Run 1, clock network drawn from the DEF:
Scale: 2 px per um.
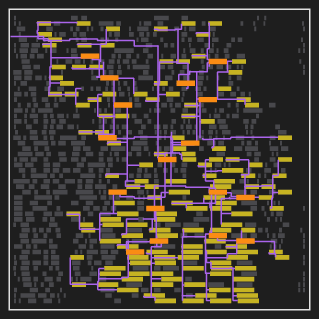
Run 1, met1 routing:
Scale: 2 px per um. Supply wires on this layer in gray.
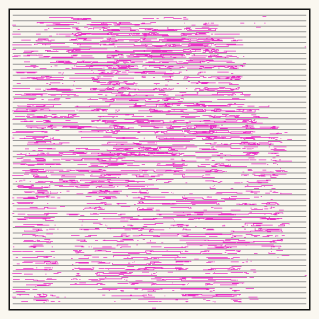
Run 1, clock nets:
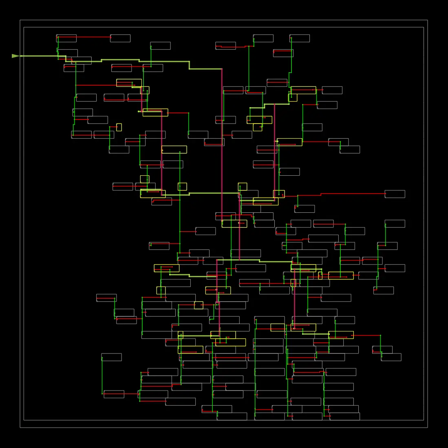
File: config.mk
export PLATFORM = sky130hd
export DESIGN_NAME = uart_tx_mmio
export DESIGN_NICKNAME = d
export VERILOG_FILES = /design/src/rtl/uart_tx_pkg.sv /design/src/rtl/uart_tx_fifo.sv /design/src/rtl/uart_tx_mmio.sv
export SDC_FILE = /design/constraint.sdc
export NUM_CORES = 1
export LEC_CHECK = 0
export CAP_MARGIN = 0
export CELL_PAD_IN_SITES_DETAIL_PLACEMENT = 1
export CELL_PAD_IN_SITES_GLOBAL_PLACEMENT = 1
export CORE_UTILIZATION = 34
export CTS_CLUSTER_SIZE = 25
export DETAILED_ROUTE_END_ITERATION = 10
export GPL_TIMING_DRIVEN = 1
export PLACE_DENSITY_LB_ADDON = 0.1
export SETUP_SLACK_MARGIN = 0.5
export SKIP_CTS_REPAIR_TIMING = 1
export SLEW_MARGIN = 20
export SYNTH_ARGS = -nofsm -noshare
export SYNTH_HDL_FRONTEND = slang
export SYNTH_SLANG_ARGS = --single-unit
File: constraint.sdc
create_clock -name clk -period 3.1 [get_ports clk]
set_input_delay 0.93 -clock clk [delete_from_list [all_inputs] [get_ports clk]]
set_output_delay 0.93 -clock clk [all_outputs]
set_load 0.01 [all_outputs]
File: src/rtl/uart_tx_pkg.sv
// rtl/uart_tx_pkg.sv - register offsets, STATUS bit positions and FSM states for the MMIO UART transmitter
package uart_tx_pkg;

    localparam logic [3:0] OFF_TXDATA = 4'h0;
    localparam logic [3:0] OFF_STATUS = 4'h4;
    localparam logic [3:0] OFF_DIV    = 4'h8;
    localparam logic [3:0] OFF_CTRL   = 4'hC;

    localparam int STAT_FULL  = 0;
    localparam int STAT_EMPTY = 1;
    localparam int STAT_BUSY  = 2;
    localparam int STAT_OVF   = 3;

    typedef enum logic [1:0] {
        S_IDLE  = 2'd0,
        S_START = 2'd1,
        S_DATA  = 2'd2,
        S_STOP  = 2'd3
    } tx_state_e;

    // The STATUS count field is only 4 bits wide; deeper FIFOs report 15.
    function automatic logic [3:0] sat_count4(input logic [31:0] c);
        return (c > 32'd15) ? 4'hF : c[3:0];
    endfunction

endpackage

File: src/rtl/uart_tx_fifo.sv
// rtl/uart_tx_fifo.sv - synchronous TX byte FIFO with occupancy count and reset flush
module uart_tx_fifo #(
    parameter int DEPTH = 8,
    parameter int WIDTH = 8,
    localparam int AW   = $clog2(DEPTH),
    localparam int CW   = AW + 1
) (
    input  logic             clk,
    input  logic             rst,
    input  logic             push,
    input  logic [WIDTH-1:0] push_data,
    input  logic             pop,
    output logic [WIDTH-1:0] pop_data,
    output logic             full,
    output logic             empty,
    output logic [CW-1:0]    count
);

    logic [WIDTH-1:0] mem [DEPTH];
    logic [AW-1:0]    wr_ptr;
    logic [AW-1:0]    rd_ptr;
    logic             do_push;
    logic             do_pop;

    assign full     = (count == CW'(DEPTH));
    assign empty    = (count == '0);
    assign pop_data = mem[rd_ptr];
    // A pop in the same cycle frees the slot, so a push into a full FIFO still lands.
    assign do_push  = push && (!full || pop);
    assign do_pop   = pop && !empty;

    // Storage array: no reset, contents are only meaningful below count.
    always_ff @(posedge clk) begin
        if (do_push) begin
            mem[wr_ptr] <= push_data;
        end
    end

    // Pointers and occupancy; reset flushes the queue.
    always_ff @(posedge clk) begin
        if (rst) begin
            wr_ptr <= '0;
            rd_ptr <= '0;
            count  <= '0;
        end else begin
            if (do_push) begin
                wr_ptr <= wr_ptr + 1'b1;
            end
            if (do_pop) begin
                rd_ptr <= rd_ptr + 1'b1;
            end
            case ({do_push, do_pop})
                2'b10:   count <= count + 1'b1;
                2'b01:   count <= count - 1'b1;
                default: count <= count;
            endcase
        end
    end

endmodule

File: src/rtl/uart_tx_mmio.sv
// rtl/uart_tx_mmio.sv - MMIO 8N1 UART transmitter; optional TX-done interrupt under UART_TX_IRQ_EN
module uart_tx_mmio
    import uart_tx_pkg::*;
#(
    parameter logic [63:0] BASE_ADDR   = 64'ha000_03f0,
    parameter int          FIFO_DEPTH  = 8,
    parameter logic [15:0] DEFAULT_DIV = 16'd15
) (
    input  logic        clk,
    input  logic        rst,
    input  logic        i_wen,
    input  logic        i_ren,
    input  logic [63:0] i_addr,
    input  logic [63:0] i_wr_data,
    output logic [63:0] o_rd_data,
    output logic        o_tx
`ifdef UART_TX_IRQ_EN
    ,
    output logic        o_irq
`endif
);

    localparam int CNT_W = $clog2(FIFO_DEPTH) + 1;

    logic             sel;
    logic [3:0]       off;
    logic             wr_hit;
    logic             push;
    logic             pop;
    logic [7:0]       fifo_dout;
    logic             fifo_full;
    logic             fifo_empty;
    logic [CNT_W-1:0] fifo_count;

    logic [15:0]      div_reg;
    logic             overflow;

    tx_state_e        state;
    logic [15:0]      baud_cnt;
    logic [15:0]      div_q;
    logic [2:0]       bit_idx;
    logic [7:0]       shift;
    logic             busy;

    logic             unused_wr_bits;
    assign unused_wr_bits = ^i_wr_data[63:16];

    assign sel    = (i_addr[63:4] == BASE_ADDR[63:4]);
    assign off    = i_addr[3:0];
    assign wr_hit = i_wen && sel;
    assign push   = wr_hit && (off == OFF_TXDATA);
    assign busy   = (state != S_IDLE);
    // Pop only when a new frame may begin: from idle, or at the last cycle of a stop bit.
    assign pop    = !fifo_empty &&
                    ((state == S_IDLE) || ((state == S_STOP) && (baud_cnt == 16'd0)));

    uart_tx_fifo #(
        .DEPTH (FIFO_DEPTH),
        .WIDTH (8)
    ) u_fifo (
        .clk       (clk),
        .rst       (rst),
        .push      (push),
        .push_data (i_wr_data[7:0]),
        .pop       (pop),
        .pop_data  (fifo_dout),
        .full      (fifo_full),
        .empty     (fifo_empty),
        .count     (fifo_count)
    );

    // Divisor register and sticky overflow flag (write-one-to-clear).
    always_ff @(posedge clk) begin
        if (rst) begin
            div_reg  <= DEFAULT_DIV;
            overflow <= 1'b0;
        end else begin
            if (wr_hit && (off == OFF_DIV)) begin
                div_reg <= i_wr_data[15:0];
            end
            if (push && fifo_full && !pop) begin
                overflow <= 1'b1;
            end else if (wr_hit && (off == OFF_STATUS) && i_wr_data[STAT_OVF]) begin
                overflow <= 1'b0;
            end
        end
    end

    // Bit-timing FSM: each phase lasts div_q+1 cycles, div_q is frozen per frame.
    always_ff @(posedge clk) begin
        if (rst) begin
            state    <= S_IDLE;
            baud_cnt <= '0;
            div_q    <= DEFAULT_DIV;
            bit_idx  <= '0;
            shift    <= '0;
            o_tx     <= 1'b1;
        end else begin
            case (state)
                S_IDLE: begin
                    if (pop) begin
                        shift    <= fifo_dout;
                        div_q    <= div_reg;
                        baud_cnt <= div_reg;
                        state    <= S_START;
                        o_tx     <= 1'b0;
                    end
                end
                S_START: begin
                    if (baud_cnt == 16'd0) begin
                        baud_cnt <= div_q;
                        bit_idx  <= '0;
                        state    <= S_DATA;
                        o_tx     <= shift[0];
                    end else begin
                        baud_cnt <= baud_cnt - 1'b1;
                    end
                end
                S_DATA: begin
                    if (baud_cnt == 16'd0) begin
                        baud_cnt <= div_q;
                        if (bit_idx == 3'd7) begin
                            state <= S_STOP;
                            o_tx  <= 1'b1;
                        end else begin
                            bit_idx <= bit_idx + 1'b1;
                            shift   <= {1'b0, shift[7:1]};
                            o_tx    <= shift[1];
                        end
                    end else begin
                        baud_cnt <= baud_cnt - 1'b1;
                    end
                end
                S_STOP: begin
                    if (baud_cnt == 16'd0) begin
                        if (pop) begin
                            shift    <= fifo_dout;
                            div_q    <= div_reg;
                            baud_cnt <= div_reg;
                            state    <= S_START;
                            o_tx     <= 1'b0;
                        end else begin
                            state <= S_IDLE;
                            o_tx  <= 1'b1;
                        end
                    end else begin
                        baud_cnt <= baud_cnt - 1'b1;
                    end
                end
                default: begin
                    state <= S_IDLE;
                    o_tx  <= 1'b1;
                end
            endcase
        end
    end

`ifdef UART_TX_IRQ_EN
    logic irq_en;

    // Interrupt enable and registered TX-done level (one cycle behind the line going idle).
    always_ff @(posedge clk) begin
        if (rst) begin
            irq_en <= 1'b0;
            o_irq  <= 1'b0;
        end else begin
            if (wr_hit && (off == OFF_CTRL)) begin
                irq_en <= i_wr_data[0];
            end
            o_irq <= irq_en && fifo_empty && !busy;
        end
    end
`endif

    // Combinational read mux; reads have no side effects.
    always_comb begin
        o_rd_data = '0;
        if (i_ren && sel) begin
            case (off)
                OFF_STATUS: begin
                    o_rd_data[STAT_FULL]  = fifo_full;
                    o_rd_data[STAT_EMPTY] = fifo_empty;
                    o_rd_data[STAT_BUSY]  = busy;
                    o_rd_data[STAT_OVF]   = overflow;
                    o_rd_data[7:4]        = sat_count4(32'(fifo_count));
                end
                OFF_DIV: begin
                    o_rd_data[15:0] = div_reg;
                end
`ifdef UART_TX_IRQ_EN
                OFF_CTRL: begin
                    o_rd_data[0] = irq_en;
                end
`endif
                default: begin
                    o_rd_data = '0;
                end
            endcase
        end
    end

endmodule

==> run_results.csv, run 1 <==
group,metric,value,unit
outcome,status,"finished, violations left",
outcome,failed_checks,"negative setup slack",
route,ant_nets,0,
sta,tightestPinTransition,0.851,ns
grt,grt.total_usage,20.5,%
finish,drive_gt1_share,27.1,%
grt,grt_overflow,0,
sta,postLayoutSetupSlackWorst,-0.349,ns
worst_setup_path,path_cells,"dlymetal6s2s_1 -> nor4_2 -> nand4_1 -> nor4_2 -> buf_4 -> buf_6 -> nand2_4 -> buf_12 -> nor2_4 -> buf_6",
worst_setup_path,required,2.17,ns
hold_path,min_from,"overflow",
place,place_area,0.00910,mm2
worst_setup_path,r2r_start,"baud_cnt[0]",
sta,relSlewSlack,43.3,%
worst_setup_path,start_kind,"input port",
synth,synthCells,683,
synth,top_cells_by_count,"dfxtp_1, nor2_1, edfxtp_1",
power_and_ir_drop,p_leak,4.13,nW
finish,fill_cells,2266,
worst_setup_path,cp.arrival,2.52,ns
hold_path,min_path_type,"register to register",
sta,setup_viol,17,
route,via_per_inst,5.26,
finish,nets,988,
finish,final_cells,1130,
sta,period_used_share,111,%
sta,rsz0062_at_grt,"yes",
floorplan,fp_util,35.0,%
clock_network,clk_pin_slew,0.06,ns
sta,slew_viol_final,0,
synth,synth_top_area_share,26.0,%
floorplan,core_area,0.0212,mm2
route,drc,0,
run,warnings,82,
worst_setup_path,r2r_setup_slack,0.27,ns
synth,area_leaders,"edfxtp_1, dfxtp_1, mux2i_1, buf_4, mux4_2",
grt,grt_pass1_wl,34400,um
run,cap_violations,0,
synth,enable_flop_cells,64,
place,placed_cells,1092,
grt,grt_pass1_vias,6335,
worst_setup_path,slowest_delay,0.30,ns
-- 'clock network drawn from the DEF' (at the start) --
Purple marks clock wires, length 1870 um. Orange marks clock-net drivers, count 17. Yellow marks flip-flops, count 140.
There are 18 routed clock nets.
P_clk: 1.98 mW
worst skew pair latency: 0.43 ns
Clk pwr share: 42.4%
Fin Clk Skew: 0.0110 ns

-- 'met1 routing' (at the start) --
818 nets have wire on it. The layer holds 43% of the routed length. The longest straight run is 56.1 um. The layer carries 9600 um of wire. The wires run mostly horizontal.
Post-Route WL: 22500 um
vias: 5947

-- 'clock nets' (at the start) --
TritonCTS buffer count: 17
CTS sink count: 140

==> run 1: stage by stage <==
stage	utilization (%)	TNS, ns	hold slack [ns]
detailed placement	43.0	-72.35	0.467
global placement	43.0	-72.05	0.440
global route	48.0	-6.53	0.491
finish	48.0	-4.96	0.476
floorplan	-	-0.0475	0.432
CTS	45.7	-38.68	0.473
==> run 1: power by group <==
group | internal (mW) | total, mW | switching (mW)
Clock | 1.14 | 1.98 | 0.838
Combinational | 0.298 | 0.725 | 0.427
Sequential | 1.94 | 1.96 | 0.0190
Total | 3.38 | 4.66 | 1.28
==> run 1: placed cells by master, fill, tap and decap left out, types with 12 or more instances in the layout <==
master / count
nor2_4: 15
nand2_1: 37
clkdlybuf4s50_1: 22
buf_4: 68
conb_1: 48
a22oi_1: 12
buf_6: 21
mux2i_1: 53
o21ai_0: 30
edfxtp_1: 64
clkbuf_16: 17
mux4_2: 16
a21oi_1: 31
nor2_1: 53
dfxtp_1: 76
dlymetal6s2s_1: 46
==> run 1: worst reg2reg max path: cells and delay by family (launching register included) <==
kind,cells,cell delay [ns]
AND/OR/NAND/NOR,4,0.96
adder cells (fa/ha/maj),3,0.62
AND-OR/OR-AND,3,0.54
flip-flops,1,0.31
XOR/XNOR,2,0.24
buffers and inverters,1,0.09
==> run 1: metal layers <==
| metal | GRT usage (%) | vias to the layer above | routed length [um] |
|---|---|---|---|
| li1 | - | 2789 | - |
| met1 | 24.0 | 2927 | 9600 |
| met2 | 36.5 | 196 | 11400 |
| met3 | 4.97 | 35 | 1150 |
| met4 | 6.33 | 0 | 383 |
| met5 | 0 | - | 0 |
==> run 1: cell families after synthesis <==
kind of cell	after synthesis	synth area share [%]
compound gates	129	12.0
xor+xnor	18	2.13
fa+ha+maj	14	2.37
buf+inv	95	7.84
flops	140	46.5
mux	71	12.3
other cells	1	0.0507
simple gates	215	16.8
==> run 1: cell type report <==
class / count / area (um2) / area share (%)
repair buffers: 179 / 1740 / 17.2
flip-flops and latches: 140 / 3440 / 33.9
multi-input cells: 495 / 4020 / 39.6
clock buffers: 18 / 439 / 4.33
clock inverters: 14 / 130 / 1.28
well taps: 275 / 344 / 3.39
inverters: 9 / 33.8 / 0.333
==> run 1: worst paths after layout <==
path / cells past startpoint / endpoint
max: 10 / o_rd_data[3]
min: 2 / overflow
max reg2reg: 13 / u_fifo.count[2]
min reg2reg: 2 / overflow
==> run 2, diff against run 1 <==
--- a/config.mk
+++ b/config.mk
@@ -5,11 +5,11 @@
 export SDC_FILE = /design/constraint.sdc
 export NUM_CORES = 1
 export LEC_CHECK = 0
+export ABC_AREA = 1
 export CAP_MARGIN = 0
 export CELL_PAD_IN_SITES_DETAIL_PLACEMENT = 1
 export CELL_PAD_IN_SITES_GLOBAL_PLACEMENT = 1
-export CORE_UTILIZATION = 34
-export CTS_CLUSTER_SIZE = 25
+export CORE_UTILIZATION = 32
 export DETAILED_ROUTE_END_ITERATION = 10
 export GPL_TIMING_DRIVEN = 1
 export PLACE_DENSITY_LB_ADDON = 0.1
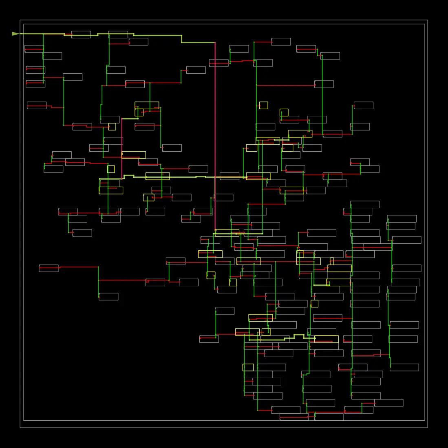
Run 2: clock nets
Fin Clk Skew: 0.0122 ns
worst skew pair latency: 0.42 ns

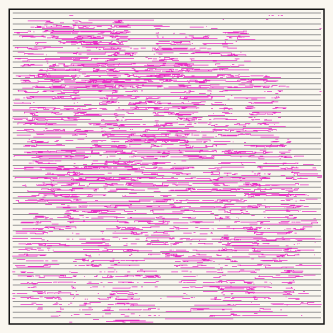
Run 2: met1 routing
Scale: 2 px per um. Supply wires on this layer in gray.
The wires run mostly horizontal. The layer carries 11000 um of wire.
GR Util met1: 25.2%
Post-Route WL: 23300 um
vias: 6920

==> run 2 against run 1 <==
Synthesized cell count rose by 47%; critical endpoint is now o_rd_data[2]; the flow now finishes without violations; count of clock-buffer cells in the layout decreased by 1; largest power group is now combinational cells; largest cell class unchanged; setup slack gained 0.36 ns; power is 63% higher.
==> run_results.csv, run 2 <==
group,metric,value,unit
worst_setup_path,worstSetupPathType,"input port to output port",
sta,setup_viol,0,
worst_setup_path,required,2.17,ns
floorplan,core_area,0.0235,mm2
finish,final_cells,1473,
power_and_ir_drop,p_leak,4.26,nW
clock_network,cts_buffers,17,
clock_network,clk_pin_slew,0.06,ns
synth,synth_top_area_share,25.1,%
sta,period_used_share,99.6,%
route,via_per_inst,4.70,
sta,hold_ws,0.461,ns
worst_setup_path,cp.arrival,2.16,ns
grt,grt_overflow,0,
run,cap_violations,0,
finish,nets,1287,
finish,drive_gt1_share,21.3,%
finish,final_cell_mix,"nand2_1, nor2_1, dfxtp_1",
synth,area_leaders,"edfxtp_1, dfxtp_1, nand2_1, nor2_1, buf_4",
hold_path,min_path_type,"register to register",
route,drc,0,
synth,enable_flop_cells,64,
outcome,status,"finished, final reports clean",
worst_setup_path,path_cells,"clkbuf_2 -> nor2_2 -> nand2_1 -> nor2_1 -> nand2_2 -> nor2_4 -> nand3_4 -> clkbuf_16 -> a21oi_4 -> buf_2",
finish,fill_cells,2864,
finish,mi_logic_area,0.00395,mm2
worst_setup_path,r2r_setup_slack,0.59,ns
floorplan,fp_util,32.6,%
finish,layout_top_cell,"nand2_1",
grt,grt_pass1_vias,7104,
finish,ff_latch_area,0.00344,mm2
sta,slew_viol_final,0,
place,io_buffers,100,
grt,grt_pass1_wl,37200,um
worst_setup_path,start_kind,"input port",
sta,tightestPinTransition,0.640,ns
sta,relSlewSlack,57.4,%
place,placed_cells,1432,
synth,synthCells,1006,
==> run 2: cell count changes after synthesis, moves of 20 or more <==
cell | before | now
o21ai_0 | 30 | 50
inv_1 | 9 | 68
nand2_1 | 38 | 239
nand3_1 | 6 | 69
nor2_1 | 68 | 158
mux2i_1 | 53 | 0
o211ai_1 | 2 | 24
nor4_1 | 23 | 0
a21oi_1 | 33 | 71
==> run 2: path summary, 6_finish.rpt <==
kind | startpoint | endpoint | depth (start not counted)
worst max-delay path | i_addr[54] | o_rd_data[2] | 10
worst min-delay path | bit_idx[1] | bit_idx[1] | 2
worst max register to register | baud_cnt[0] | u_fifo.count[2] | 16
worst min register to register | bit_idx[1] | bit_idx[1] | 2
==> run 2: final cells by class <==
cell class	instances	share of cell area (%)
tap	319	4.01
multi-input combinational	753	39.7
clock inverter	15	1.31
timing repair buffer	154	13.2
inverter	75	2.90
sequential	140	34.6
clock buffer	17	4.27
==> run 2: through the flow <==
step	utilization, %	TNS, ns	instance area (um2)	power (mW)	worst slack, ns
5_1_grt	42.4	-0.772	9960	8.16	-0.0909
4_1_cts	41.8	-11.60	9820	7.57	-0.770
6_report	42.4	0	9960	7.59	0.0116
3_5_place_dp	39.5	-24.24	9260	5.61	-0.753
2_1_floorplan	-	0	8000	4.64	0.326
3_3_place_gp	39.5	-23.06	9260	5.56	-0.735
==> run 2: cells by family (layout without fill, tap and decap cells) <==
group                    Yosys count  count (layout)  share of synthesized area [%]
adder cells (fa/ha/maj)           14              14                           2.29
buffers and inverters            160             261                           10.8
AND/OR/NAND/NOR                  517             517                           28.6
flip-flops                       140             140                           45.0
XOR/XNOR                          12              12                           1.37
other                              1              48                         0.0490
AND-OR/OR-AND                    162             162                           11.9
==> run 2: tightest hold or removal path: stages (launching register included) <==
cell and delay [ns]:
dfxtp_1 0.31, inv_1 0.05, a211oi_1 0.05
==> run 2: where the power goes <==
| group | switching (mW) | internal, mW |
|---|---|---|
| sequential | 0.161 | 2.14 |
| combinational | 2.19 | 1.16 |
| clock | 0.883 | 1.05 |
| total | 3.23 | 4.36 |
==> run 2: layer usage <==
layer / vias up / GRT usage (%) / share of wire, %
met5: - / 0 / 0
met4: 0 / 4.39 / 0.66
met3: 9 / 3.60 / 3.8
met2: 137 / 34.4 / 48
met1: 3286 / 25.2 / 47
li1: 3488 / - / -
==> run 3, diff against run 2 <==
--- a/config.mk
+++ b/config.mk
@@ -9,9 +9,9 @@
 export CAP_MARGIN = 0
 export CELL_PAD_IN_SITES_DETAIL_PLACEMENT = 1
 export CELL_PAD_IN_SITES_GLOBAL_PLACEMENT = 1
+export CORE_MARGIN = 2
 export CORE_UTILIZATION = 32
 export DETAILED_ROUTE_END_ITERATION = 10
-export GPL_TIMING_DRIVEN = 1
 export PLACE_DENSITY_LB_ADDON = 0.1
 export SETUP_SLACK_MARGIN = 0.5
 export SKIP_CTS_REPAIR_TIMING = 1
==> constraint.sdc (replaced) <==
create_clock -name clk -period 3.1 [get_ports clk]
set_input_delay 0.93 -clock clk [delete_from_list [all_inputs] [get_ports clk]]
set_output_delay 0.93 -clock clk [all_outputs]
set_load 0.005 [all_outputs]
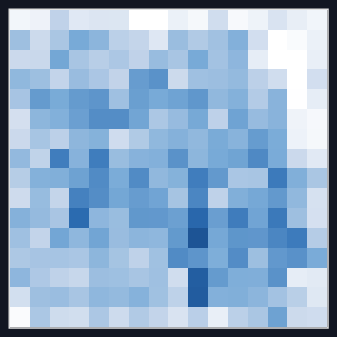
Run 3: local utilization
Scale: 2 px per um. The die is cut into 16 by 16 equal tiles; white is low, dark blue is high, 0 to 100% covered.
The fullest tile reaches 86%. The mean over all tiles is 38%. 2.0% of the tiles are over 75% full. 2.7% of the tiles are nearly empty. The emptiest ninth of the die: top right. The densest ninth of the die: middle.
Core ar.: 0.0235 mm2
FP Core Util: 32.6%
Final Util: 42.6%

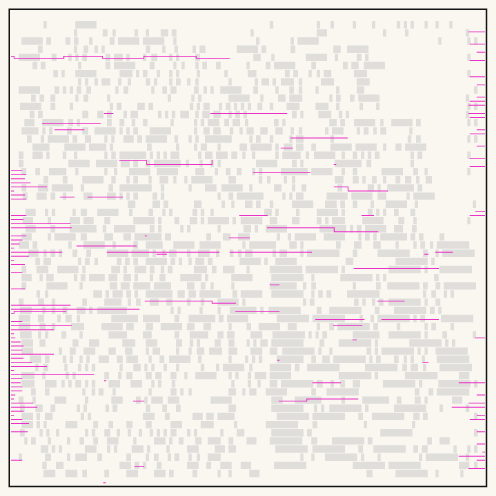
Run 3: metal 3
Scale: 3 px per um.
The wires run mostly horizontal. The longest straight run is 42.5 um. The layer carries 1090 um of wire. The layer holds 4.6% of the routed length.
Post-Route WL: 23600 um
vias: 6995
met3 demand-to-capacity share in global routing: 3.73%

==> run 3 against run 2 <==
Register-to-register slack improved by 0.02 ns; highest routed layer unchanged; setup slack better by 0.065 ns; clock power rose by 8%.
==> run_results.csv, run 3 <==
group,metric,value,unit
outcome,status,"finished, final reports clean",
worst_setup_path,worstSetupPathType,"input port to output port",
finish,nets,1286,
power_and_ir_drop,p_clk_share,27.2,%
synth,enable_flop_cells,64,
sta,relSlewSlack,58.3,%
sta,period_used_share,97.5,%
finish,layout_top_cell,"nand2_1",
sta,slew_viol_final,0,
route,via_per_inst,4.75,
power_and_ir_drop,total_power,7.70,mW
synth,synthCells,1006,
grt,grt_max_degree,44,
finish,mi_logic_area,0.00397,mm2
clock_network,clk_pin_slew,0.06,ns
synth,synth_flops,140,
finish,final_cell_mix,"nand2_1, nor2_1, dfxtp_1",
run,warnings,82,
synth,ys.warnings.count,0,
grt,grt_pass1_wl,37500,um
sta,hold_ws,0.467,ns
power_and_ir_drop,power_frac_comb,43.0,%
sta,setup_viol,0,
grt,grt_overflow,0,
clock_network,insertion_delay,0.44,ns
finish,final_cells,1472,
finish,drive_gt1_share,22.5,%
sta,clock_skew,0.0193,ns
sta,tightestPinTransition,0.625,ns
power_and_ir_drop,seq_power_share,29.9,%
power_and_ir_drop,switching_share,42.3,%
worst_setup_path,path_cells,"dlymetal6s2s_1 -> nor2_1 -> nand2_1 -> nor2_2 -> nand2_2 -> nor2_4 -> nand3_4 -> clkbuf_16 -> a21oi_4 -> clkbuf_2",
worst_setup_path,required,2.17,ns
worst_setup_path,cp.arrival,2.09,ns
run,cap_violations,0,
power_and_ir_drop,p_int,4.44,mW
route,drc,0,
clock_network,cts_buffers,17,
synth,area_leaders,"edfxtp_1, dfxtp_1, nand2_1, nor2_1, buf_4",
hold_path,min_path_type,"register to register",
finish,area_delta_synth_final,30.8,%
power_and_ir_drop,p_leak,4.20,nW
finish,ff_latch_area,0.00344,mm2
power_and_ir_drop,p_switching,3.26,mW
power_and_ir_drop,power.density,769,mW/mm2
synth,synth_top_area_share,25.1,%
sta,fin_tns_setup,0,ns
worst_setup_path,worst-path-buf-inv,3,
[run 3: through the flow]
stage | worst slack [ns] | utilization [%] | cell area (um2)
finish | 0.0766 | 42.6 | 10000
global route | -0.0241 | 42.6 | 10000
CTS | -0.812 | 42.2 | 9890
detailed placement | -0.790 | 39.6 | 9300
global placement | -0.754 | 39.6 | 9300
floorplan | 0.380 | - | 8020
[run 3: cells by family (layout without fill, tap and decap cells)]
family	Yosys count	after routing	synth area share [%]
XOR/XNOR	12	12	1.37
buffers and inverters	160	260	10.8
other	1	48	0.0490
AND/OR/NAND/NOR	517	517	28.6
AND-OR/OR-AND	162	162	11.9
flip-flops	140	140	45.0
adder cells (fa/ha/maj)	14	14	2.29
[run 3: layout make-up]
class / instances / share of cell area (%)
flip-flops and latches: 140 / 34.4
clock inverters: 15 / 1.68
well taps: 319 / 3.99
clock buffers: 17 / 4.25
repair buffers: 153 / 13.2
multi-input cells: 753 / 39.6
inverters: 75 / 2.86
[run 3: worst reg2reg max path: cells and delay by family (launching register included)]
kind	cells	cell delay (ns)
AOI/OAI and AO/OA	4	0.43
xor gates and xnor gates	1	0.16
adders and majority gates	2	0.38
buffers and inverters	1	0.14
DFF	1	0.33
and+or+nand+nor	8	0.95
[run 3: worst paths after layout]
kind               startpoint               to  depth (start not counted)
hold reg to reg      div_q[8]         div_q[8]                          2
setup / recovery   i_addr[17]     o_rd_data[2]                         10
hold / removal       div_q[8]         div_q[8]                          2
setup reg to reg  baud_cnt[0]  u_fifo.count[3]                         16
[run 3: power groups by stage]
stage               combinational [mW]  sequential [mW]  clock (mW)
floorplan                         2.33             2.29           0
global placement                  3.23             2.33           0
detailed placement                3.29             2.34           0
CTS                               3.30             2.30        2.13
global route                      3.79             2.33        2.20
finish                            3.31             2.30        2.09
[run 3: per-layer routing]
metal  share of wire (%)  track usage, %  vias to the layer above
met5                   0               0                        -
met4                 1.3            5.32                        0
met3                 4.6            3.73                       22
met2                  49            33.7                      157
met1                  45            24.6                     3319
li1                    -               -                     3497
Power and IR drop assume default switching activity.
